==> images/clock_wires.png <==
Drawn at 1.5 px/um.
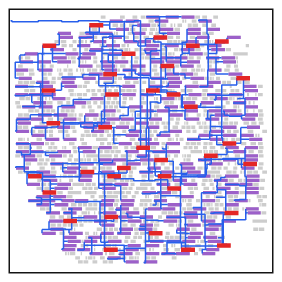
==> images/ff_map.png <==
Drawn at 1.5 px/um. Other sequential cells in the stronger grey, the rest of the logic in the fainter grey.
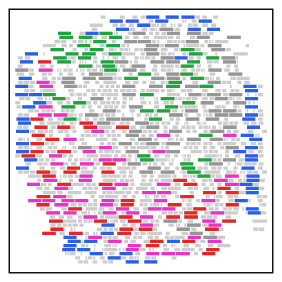
<file path="src/rtl/urng_64.sv">
// urng_64: five-component combined Tausworthe uniform random number generator
// (L'Ecuyer lfsr258). It produces one registered 64-bit sample per enabled clock.
//
// Output handshake: valid is a registered strobe with no backpressure.
// valid is high for one cycle exactly when data_out was loaded on the
// preceding rising edge. A consumer that does not take data_out in that
// cycle loses the sample. data_out holds its value while valid is low.
module urng_64 #(
  parameter logic [63:0] SEED1 = 64'h0123456789ABCDEF,
  parameter logic [63:0] SEED2 = 64'hFEDCBA9876543210,
  parameter logic [63:0] SEED3 = 64'h0F1E2D3C4B5A6978,
  parameter logic [63:0] SEED4 = 64'h8796A5B4C3D2E1F0,
  parameter logic [63:0] SEED5 = 64'h5555AAAA3333CCCC
) (
  input  logic        clk,
  input  logic        rstn,      // active-high asynchronous reset despite the name
  input  logic        en,
  output logic [63:0] data_out,
  output logic        valid
);

  // A component whose seed leaves every bit under its mask clear gets stuck.
  // Such a seed is rejected at elaboration rather than left to misbehave silently.
  if (SEED1 <= 64'd1) begin : g_bad_seed1
    $error("urng_64: SEED1 must be greater than 1");
  end
  if (SEED2 <= 64'd511) begin : g_bad_seed2
    $error("urng_64: SEED2 must be greater than 511");
  end
  if (SEED3 <= 64'd4095) begin : g_bad_seed3
    $error("urng_64: SEED3 must be greater than 4095");
  end
  if (SEED4 <= 64'd131071) begin : g_bad_seed4
    $error("urng_64: SEED4 must be greater than 131071");
  end
  if (SEED5 <= 64'd8388607) begin : g_bad_seed5
    $error("urng_64: SEED5 must be greater than 8388607");
  end

  logic [63:0] r_z1, r_z2, r_z3, r_z4, r_z5;
  logic [63:0] r_data;
  logic        r_valid;

  logic [63:0] w_b1, w_b2, w_b3, w_b4, w_b5;
  logic [63:0] w_z1_nxt, w_z2_nxt, w_z3_nxt, w_z4_nxt, w_z5_nxt;
  logic [63:0] w_sample;

  // Next state of every component. All shifts are logical and drop the bits
  // shifted past bit 63. The output is taken from the new state.
  always_comb begin
    w_b1     = ((r_z1 << 1)  ^ r_z1) >> 53;
    w_z1_nxt = ((r_z1 & 64'hFFFFFFFFFFFFFFFE) << 10) ^ w_b1;
    w_b2     = ((r_z2 << 24) ^ r_z2) >> 50;
    w_z2_nxt = ((r_z2 & 64'hFFFFFFFFFFFFFE00) << 5)  ^ w_b2;
    w_b3     = ((r_z3 << 3)  ^ r_z3) >> 23;
    w_z3_nxt = ((r_z3 & 64'hFFFFFFFFFFFFF000) << 29) ^ w_b3;
    w_b4     = ((r_z4 << 5)  ^ r_z4) >> 24;
    w_z4_nxt = ((r_z4 & 64'hFFFFFFFFFFFE0000) << 23) ^ w_b4;
    w_b5     = ((r_z5 << 3)  ^ r_z5) >> 33;
    w_z5_nxt = ((r_z5 & 64'hFFFFFFFFFF800000) << 8)  ^ w_b5;
    w_sample = w_z1_nxt ^ w_z2_nxt ^ w_z3_nxt ^ w_z4_nxt ^ w_z5_nxt;
  end

  // State and output registers. On an enabled edge the generator advances and
  // loads a sample. Otherwise everything holds and only valid drops.
  always_ff @(posedge clk or posedge rstn) begin
    if (rstn) begin
      r_z1    <= SEED1;
      r_z2    <= SEED2;
      r_z3    <= SEED3;
      r_z4    <= SEED4;
      r_z5    <= SEED5;
      r_data  <= 64'h0;
      r_valid <= 1'b0;
    end else if (en) begin
      r_z1    <= w_z1_nxt;
      r_z2    <= w_z2_nxt;
      r_z3    <= w_z3_nxt;
      r_z4    <= w_z4_nxt;
      r_z5    <= w_z5_nxt;
      r_data  <= w_sample;
      r_valid <= 1'b1;
    end else begin
      r_valid <= 1'b0;
    end
  end

  assign data_out = r_data;
  assign valid    = r_valid;

endmodule

</file>
<file path="config.mk">
export PLATFORM = sky130hd
export DESIGN_NAME = urng_64
export DESIGN_NICKNAME = d
export VERILOG_FILES = /design/src/rtl/urng_64.sv
export SDC_FILE = /design/constraint.sdc
export NUM_CORES = 1
export LEC_CHECK = 0
export CAP_MARGIN = 25
export CELL_PAD_IN_SITES_DETAIL_PLACEMENT = 0
export CELL_PAD_IN_SITES_GLOBAL_PLACEMENT = 1
export CORE_MARGIN = 3
export CORE_UTILIZATION = 54
export CTS_CLUSTER_DIAMETER = 200
export DETAILED_ROUTE_END_ITERATION = 8
export PLACE_DENSITY = 0.89
export SYNTH_ARGS = -nofsm -noshare
export SYNTH_HDL_FRONTEND = slang
export SYNTH_SLANG_ARGS = --single-unit
export TNS_END_PERCENT = 30
</file>
<file path="constraint.sdc">
create_clock -name clk -period 24.2 [get_ports clk]
set_input_delay 4.84 -clock clk [delete_from_list [all_inputs] [get_ports clk]]
set_output_delay 4.84 -clock clk [all_outputs]
set_load 0.03 [all_outputs]
</file>
==> out/qor.csv <==
metric,value,unit
CP Depth,4,
Pre-Place Util,55.0,%
worst setup path class,in -> reg,
Flops after synth,323,
Ports,68,
post-synth top area cell,dfrtp_1,
Max Cap Viol,0,
detailed-placement wirelength estimate,27.3,mm
critical path buffer and inverter count,3,
Worst Path Max Fanout,156,
Post-synth seq share,53.7,%
CTS Sinks,323,
synthesized area,15400,um^2
"Net Count, Synth",1151,
Tool Warnings,33,
status,"complete, no violations",
Final Skew,12.9,ps
die area,30500,um^2
Die Y,175,um
Inserted Clock Buffers,35,
Iteration-0 DRC Markers,670,
FILL cells,2162,
Most Frequent Cell on Critical Path,buf_4,
Post-CTS Setup Bufs,0,
Crit. End Element,flop,
FP Rows,61,
Top cells by area,"dfrtp_1 (31%), dfstp_2 (23%), xnor2_1 (18%), mux2_2 (18%), a21oi_1 (2.6%)",
area figure in the yosys stat output,15400,um^2
CP cell instances,buf_8 -> buf_4 -> buf_4 -> mux2_2,
routability congestion estimate,0.912,
DRC viols,0,
antenna fix cells,0,
post-synth top area share,31.1,%
vias,8817,
Back to the opening pictures, clock_wires.png:
Key: clock-net drivers = red [count 35]; flip-flops = purple [count 323]; clock wires = blue [length 3920 um]
There are 36 routed clock nets.

Back to the opening pictures, ff_map.png:
Key: r_z3 = green [sequential cells 52]; r_z1 = magenta [sequential cells 63]; r_z2 = red [sequential cells 55]; data_out = blue [sequential cells 64, where widely spread]
Another 89 sequential cells are not coloured.

[metal layers]
layer / routed length [um] / GRT usage, %
met1: 17000 / 36.1
met4: 1270 / 8.44
met5: 0 / 0
met2: 17400 / 38.7
met3: 2340 / 4.09
[Yosys cell counts]
| master | n |
|---|---|
| a21oi_1 | 81 |
| buf_1 | 1 |
| buf_2 | 28 |
| clkbuf_1 | 16 |
| dfrtp_1 | 191 |
| dfstp_2 | 132 |
| inv_1 | 1 |
| mux2_2 | 241 |
| nor2_1 | 81 |
| xnor2_1 | 317 |
| xnor3_1 | 12 |
| xnor3_4 | 2 |
| xor2_1 | 45 |
[cell type report]
class / instances / area (um^2) / area share (%)
Timing Repair Buffer: 73 / 773 / 4.40
Multi-Input combinational cell: 779 / 6920 / 39.4
Tap cell: 378 / 473 / 2.69
Sequential cell: 323 / 8250 / 47.0
Clock buffer: 55 / 1070 / 6.11
Clock inverter: 8 / 67.6 / 0.385
Inverter: 1 / 11.3 / 0.0641
[per-stage QoR]
step | cell area [um^2]
global route | 17600
finish | 17600
floorplan | 15400
detailed placement | 16400
global placement | 16400
CTS | 17500
[kinds of logic (layout without fill, tap and decap cells)]
| group | Yosys count | after routing | synth area share [%] |
|---|---|---|---|
| buffers and inverters | 46 | 137 | 1.35 |
| and+or+nand+nor | 81 | 81 | 1.98 |
| xor gates and xnor gates | 376 | 376 | 22.7 |
| AOI/OAI and AO/OA | 81 | 81 | 2.64 |
| DFF | 323 | 323 | 53.7 |
| muxes | 241 | 241 | 17.7 |
